### config.mk
export PLATFORM = sky130hd
export DESIGN_NAME = noc_ejector
export DESIGN_NICKNAME = d
export VERILOG_FILES = /design/src/rtl/noc_pkg.sv /design/src/rtl/ejector_fifo.sv /design/src/rtl/noc_ejector.sv
export SDC_FILE = /design/constraint.sdc
export NUM_CORES = 1
export LEC_CHECK = 0
export CORE_MARGIN = 4
export CORE_UTILIZATION = 48
export CTS_CLUSTER_DIAMETER = 100
export DETAILED_ROUTE_END_ITERATION = 12
export PLACE_DENSITY = 0.73
export SYNTH_ARGS = -nofsm -noshare
export SYNTH_HDL_FRONTEND = slang
export SYNTH_SLANG_ARGS = --single-unit
### constraint.sdc
create_clock -name clk -period 2.5 [get_ports clk]
set_clock_uncertainty 0.05 [all_clocks]
set_input_delay 0.75 -clock clk [delete_from_list [all_inputs] [get_ports clk]]
set_output_delay 0.75 -clock clk [all_outputs]
set_load 0.02 [all_outputs]
### src/rtl/noc_pkg.sv
// Shared NoC definitions: packet field positions, ID widths, ejector state encodings
// and the SrcID-to-source-index helper.
package noc_pkg;

  localparam int ID_W        = 10;
  localparam int NODE_ID_W   = 6;

  localparam int PKT_ID_MSB   = 25;
  localparam int PKT_ID_LSB   = 16;
  localparam int PKT_SRC_MSB  = 15;
  localparam int PKT_SRC_LSB  = 10;
  localparam int PKT_INFO_MSB = 9;
  localparam int PKT_INFO_LSB = 0;

  typedef enum logic [1:0] {
    EJ_IDLE    = 2'b00,
    EJ_ACK     = 2'b01,
    EJ_RELEASE = 2'b10
  } ej_state_e;

  // SrcID is {row[2:0], col[2:0]}; index is row-major across the mesh.
  function automatic int src_index(input logic [NODE_ID_W-1:0] src, input int mesh_x);
    return int'(src[5:3]) * mesh_x + int'(src[2:0]);
  endfunction

endpackage

### src/rtl/ejector_fifo.sv
// Receive buffer for the ejector: power-of-2 depth circular FIFO with occupancy count.
module ejector_fifo #(
  parameter int WIDTH = 56,
  parameter int DEPTH = 4
) (
  input  logic                       clk,
  input  logic                       reset,
  input  logic                       wr_en,
  input  logic [WIDTH-1:0]           wr_data,
  input  logic                       rd_en,
  output logic [WIDTH-1:0]           rd_data,
  output logic [$clog2(DEPTH):0]     count,
  output logic                       full,
  output logic                       empty
);

  localparam int PTR_W = $clog2(DEPTH);

  logic [WIDTH-1:0] r_mem [DEPTH];
  logic [PTR_W-1:0] r_wr_ptr;
  logic [PTR_W-1:0] r_rd_ptr;
  logic [PTR_W:0]   r_count;

  always_ff @(posedge clk or posedge reset) begin
    if (reset) begin
      r_wr_ptr <= '0;
      r_rd_ptr <= '0;
      r_count  <= '0;
    end else begin
      if (wr_en) r_wr_ptr <= r_wr_ptr + 1'b1;
      if (rd_en) r_rd_ptr <= r_rd_ptr + 1'b1;
      case ({wr_en, rd_en})
        2'b10:   r_count <= r_count + 1'b1;
        2'b01:   r_count <= r_count - 1'b1;
        default: r_count <= r_count;
      endcase
    end
  end

  // Storage carries no reset; contents are only observed while count is non-zero.
  always_ff @(posedge clk) begin
    if (wr_en) r_mem[r_wr_ptr] <= wr_data;
  end

  assign rd_data = r_mem[r_rd_ptr];
  assign count   = r_count;
  assign full    = (r_count == (PTR_W+1)'(DEPTH));
  assign empty   = (r_count == '0);

endmodule

### src/rtl/noc_ejector.sv
// Mesh-node packet sink: Req/Gnt/Full handshake, receive FIFO, packet counter and
// optional per-source PacketID sequence check (enable with NOC_EJECTOR_SEQ_CHECK_EN).
module noc_ejector
  import noc_pkg::*;
#(
  parameter logic [5:0] routerID    = 6'b000_010,
  parameter int         packetwidth = 56,
  parameter int         FIFO_DEPTH  = 4,
  parameter int         MESH_X      = 3,
  parameter int         NUM_SRC     = 9
) (
  input  logic                   clk,
  input  logic                   reset,
  input  logic                   ReqUpStr,
  input  logic [packetwidth-1:0] PacketIn,
  output logic                   GntUpStr,
  output logic                   UpStrFull,
  output logic                   PktValid,
  output logic [packetwidth-1:0] PktData,
  input  logic                   PktRead,
  output logic [15:0]            PktCount,
  output logic [15:0]            SeqErrCount
);

  ej_state_e                  r_state;
  logic                       r_gnt;
  logic [15:0]                r_pkt_cnt;
  logic                       w_accept;
  logic                       w_pop;
  logic                       w_full;
  logic                       w_empty;
  logic [$clog2(FIFO_DEPTH):0] w_count;
  logic                       w_unused_cfg;

  assign w_unused_cfg = ^{routerID, w_count};

  assign w_accept = (r_state == EJ_IDLE) && ReqUpStr && !w_full;
  assign w_pop    = PktRead && !w_empty;

  ejector_fifo #(
    .WIDTH (packetwidth),
    .DEPTH (FIFO_DEPTH)
  ) u_fifo (
    .clk     (clk),
    .reset   (reset),
    .wr_en   (w_accept),
    .wr_data (PacketIn),
    .rd_en   (w_pop),
    .rd_data (PktData),
    .count   (w_count),
    .full    (w_full),
    .empty   (w_empty)
  );

  // A held request is absorbed by RELEASE until the router drops it.
  always_ff @(posedge clk or posedge reset) begin
    if (reset) begin
      r_state   <= EJ_IDLE;
      r_gnt     <= 1'b0;
      r_pkt_cnt <= '0;
    end else begin
      case (r_state)
        EJ_IDLE: begin
          if (w_accept) begin
            r_gnt   <= 1'b1;
            r_state <= EJ_ACK;
            if (r_pkt_cnt != 16'hFFFF) r_pkt_cnt <= r_pkt_cnt + 16'd1;
          end
        end
        EJ_ACK: begin
          r_gnt   <= 1'b0;
          r_state <= EJ_RELEASE;
        end
        EJ_RELEASE: begin
          if (!ReqUpStr) r_state <= EJ_IDLE;
        end
        default: begin
          r_gnt   <= 1'b0;
          r_state <= EJ_IDLE;
        end
      endcase
    end
  end

  assign GntUpStr  = r_gnt;
  assign UpStrFull = w_full;
  assign PktValid  = !w_empty;
  assign PktCount  = r_pkt_cnt;

`ifdef NOC_EJECTOR_SEQ_CHECK_EN
  localparam int IDX_W = (NUM_SRC > 1) ? $clog2(NUM_SRC) : 1;

  logic [ID_W-1:0]      r_seq_tbl [NUM_SRC];
  logic [15:0]          r_err_cnt;
  logic [NODE_ID_W-1:0] w_src;
  logic [ID_W-1:0]      w_rx_id;
  int                   w_idx;
  logic                 w_src_ok;
  logic [IDX_W-1:0]     w_idx_c;
  logic [ID_W-1:0]      w_exp_id;
  logic                 w_seq_err;

  always_comb begin
    w_src     = PacketIn[PKT_SRC_MSB:PKT_SRC_LSB];
    w_rx_id   = PacketIn[PKT_ID_MSB:PKT_ID_LSB];
    w_idx     = src_index(w_src, MESH_X);
    w_src_ok  = (int'(w_src[2:0]) < MESH_X) && (w_idx < NUM_SRC);
    w_idx_c   = w_src_ok ? IDX_W'(w_idx) : '0;
    w_exp_id  = r_seq_tbl[w_idx_c] + 10'd1;
    w_seq_err = !w_src_ok || (w_rx_id != w_exp_id);
  end

  // Table always follows the received ID so a single gap is counted once.
  always_ff @(posedge clk or posedge reset) begin
    if (reset) begin
      r_err_cnt <= '0;
      for (int i = 0; i < NUM_SRC; i++) r_seq_tbl[i] <= '0;
    end else if (w_accept) begin
      if (w_src_ok) r_seq_tbl[w_idx_c] <= w_rx_id;
      if (w_seq_err && r_err_cnt != 16'hFFFF) r_err_cnt <= r_err_cnt + 16'd1;
    end
  end

  assign SeqErrCount = r_err_cnt;
`else
  logic w_unused_seq;
  assign w_unused_seq = ^{MESH_X, NUM_SRC};
  assign SeqErrCount  = '0;
`endif

endmodule

io_placement.png
Pins as bars across the die edge, other pins in gray.
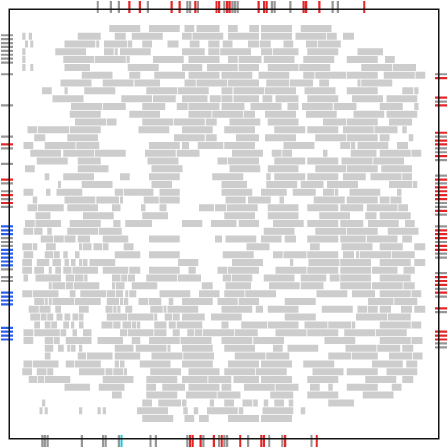
- blue: PktCount (pins 16; direction output; edge west)
- red: PktData (pins 56; direction output; edge 26 east, 16 north, 10 south, 4 west)
- cyan: GntUpStr (pins 1; direction output; edge south)

io_fan.png
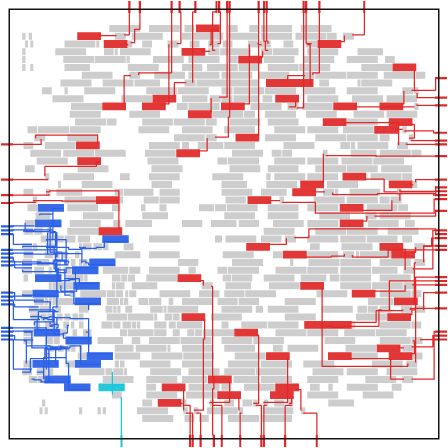
- cyan: GntUpStr (bits 1; direction output; edge south; end cells 1; buffers 1; wire 25.7 um)
- red: PktData (bits 56; direction output; edge 26 east, 16 north, 10 south, 4 west; end cells 56; buffers 56; wire 1810 um)
- blue: PktCount (bits 16; direction output; edge west; end cells 16; buffers 16; wire 865 um)

==> results.cfg <==
; implementation run metrics
[outcome]
run_status = finished, violations left
failing_checks = setup timing

[floorplan]
effective_utilization_at_floorplan_pct = 49.0
io_pins = 151

[clock_network]
clkLatencyLatePin_ps = 510
tritoncts = done
htree_levels = 1

[sta]
final_worst_setup_slack_ps = -291
setup_viol = 56
holdWs_ps = 429
timing.fmax_mhz = 358
grt_setup_unrepaired = true

[job]
tool_warnings = 31

[worst_setup_path]
cpMostUsedCell = sky130_fd_sc_hd__buf_6
critical_path_required_ps = 1700
timing.critical_path.to_type = primary output
worst-path-stages = 4
worst_setup_startpoint = u_fifo.r_rd_ptr[0]
cp-endpoint = PktData[22]

[routing]
detail_route.iter0.violations = 217
vias = 4716
drt-pass1-iter-count = 4
number_of_vias_per_cell = 5.21
wire_per_inst_um = 20.0

[placement]
place.detailed.instances = 847

[cells_and_area]
register_area_mm2 = 0.00738
finalInstanceArea_mm2 = 0.0124
final_cell_count_without_fillers = 906
buffer_area_share_pct = 14.6

[logic_synthesis]
ff_type = sky130_fd_sc_hd__edfxtp_1
syn-cell-area_mm2 = 0.00957
netlist_top_cells_area = sky130_fd_sc_hd__edfxtp_1, sky130_fd_sc_hd__mux4_2, sky130_fd_sc_hd__dfrtp_1, sky130_fd_sc_hd__buf_4, sky130_fd_sc_hd__xor2_1

[hold_path]
worstHoldPathType = reg -> reg
hold_depth = 1

[power_and_ir_drop]
clock_power_share_pct = 25.9
power_sequential_mw = 5.58
## synth_stat cells (2+ instances only)
library cell and n:
sky130_fd_sc_hd__a31oi_1 3, sky130_fd_sc_hd__and2_1 2, sky130_fd_sc_hd__and3_1 11, sky130_fd_sc_hd__and4_1 3, sky130_fd_sc_hd__buf_2 8, sky130_fd_sc_hd__buf_4 19
sky130_fd_sc_hd__clkbuf_1 4, sky130_fd_sc_hd__dfrtp_1 26, sky130_fd_sc_hd__edfxtp_1 224, sky130_fd_sc_hd__ha_1 6, sky130_fd_sc_hd__inv_1 8, sky130_fd_sc_hd__mux4_2 56
sky130_fd_sc_hd__nand2_1 7, sky130_fd_sc_hd__nand3_1 5, sky130_fd_sc_hd__nand4_1 7, sky130_fd_sc_hd__nor2_1 4, sky130_fd_sc_hd__nor3_1 5, sky130_fd_sc_hd__o21ai_0 3
sky130_fd_sc_hd__xnor2_1 5, sky130_fd_sc_hd__xor2_1 12
## cells by family after synthesis
family	synth area share, %
xor gates and xnor gates	1.56
AOI/OAI and AO/OA	0.575
other	0.0392
muxes	13.6
DFF	77.1
and+or+nand+nor	3.73
buffers and inverters	2.50
adders and majority gates	0.993
## metal layers
| layer | share of wire [%] | track usage [%] | wire (um) |
|---|---|---|---|
| met2 | 50 | 27.6 | 9070 |
| met1 | 42 | 22.7 | 7680 |
| met5 | 0 | 0 | 0 |
| met4 | 1.4 | 3.20 | 259 |
| met3 | 6.3 | 4.01 | 1140 |
## repair_timing
item	in CTS	in global routing
endpoints found under the hold margin	0	0
endpoints found under the setup margin	58	58
setup buffers	2	11
gates cloned	0	1
resized	236	82
## registers in the layout, indices dropped and copies added (netlist names)
signal and count:
u_fifo.count 3, PktCount 16, u_fifo.r_rd_ptr 2, GntUpStr 1
r_state 2, u_fifo.r_wr_ptr 2, u_fifo.r_mem 224
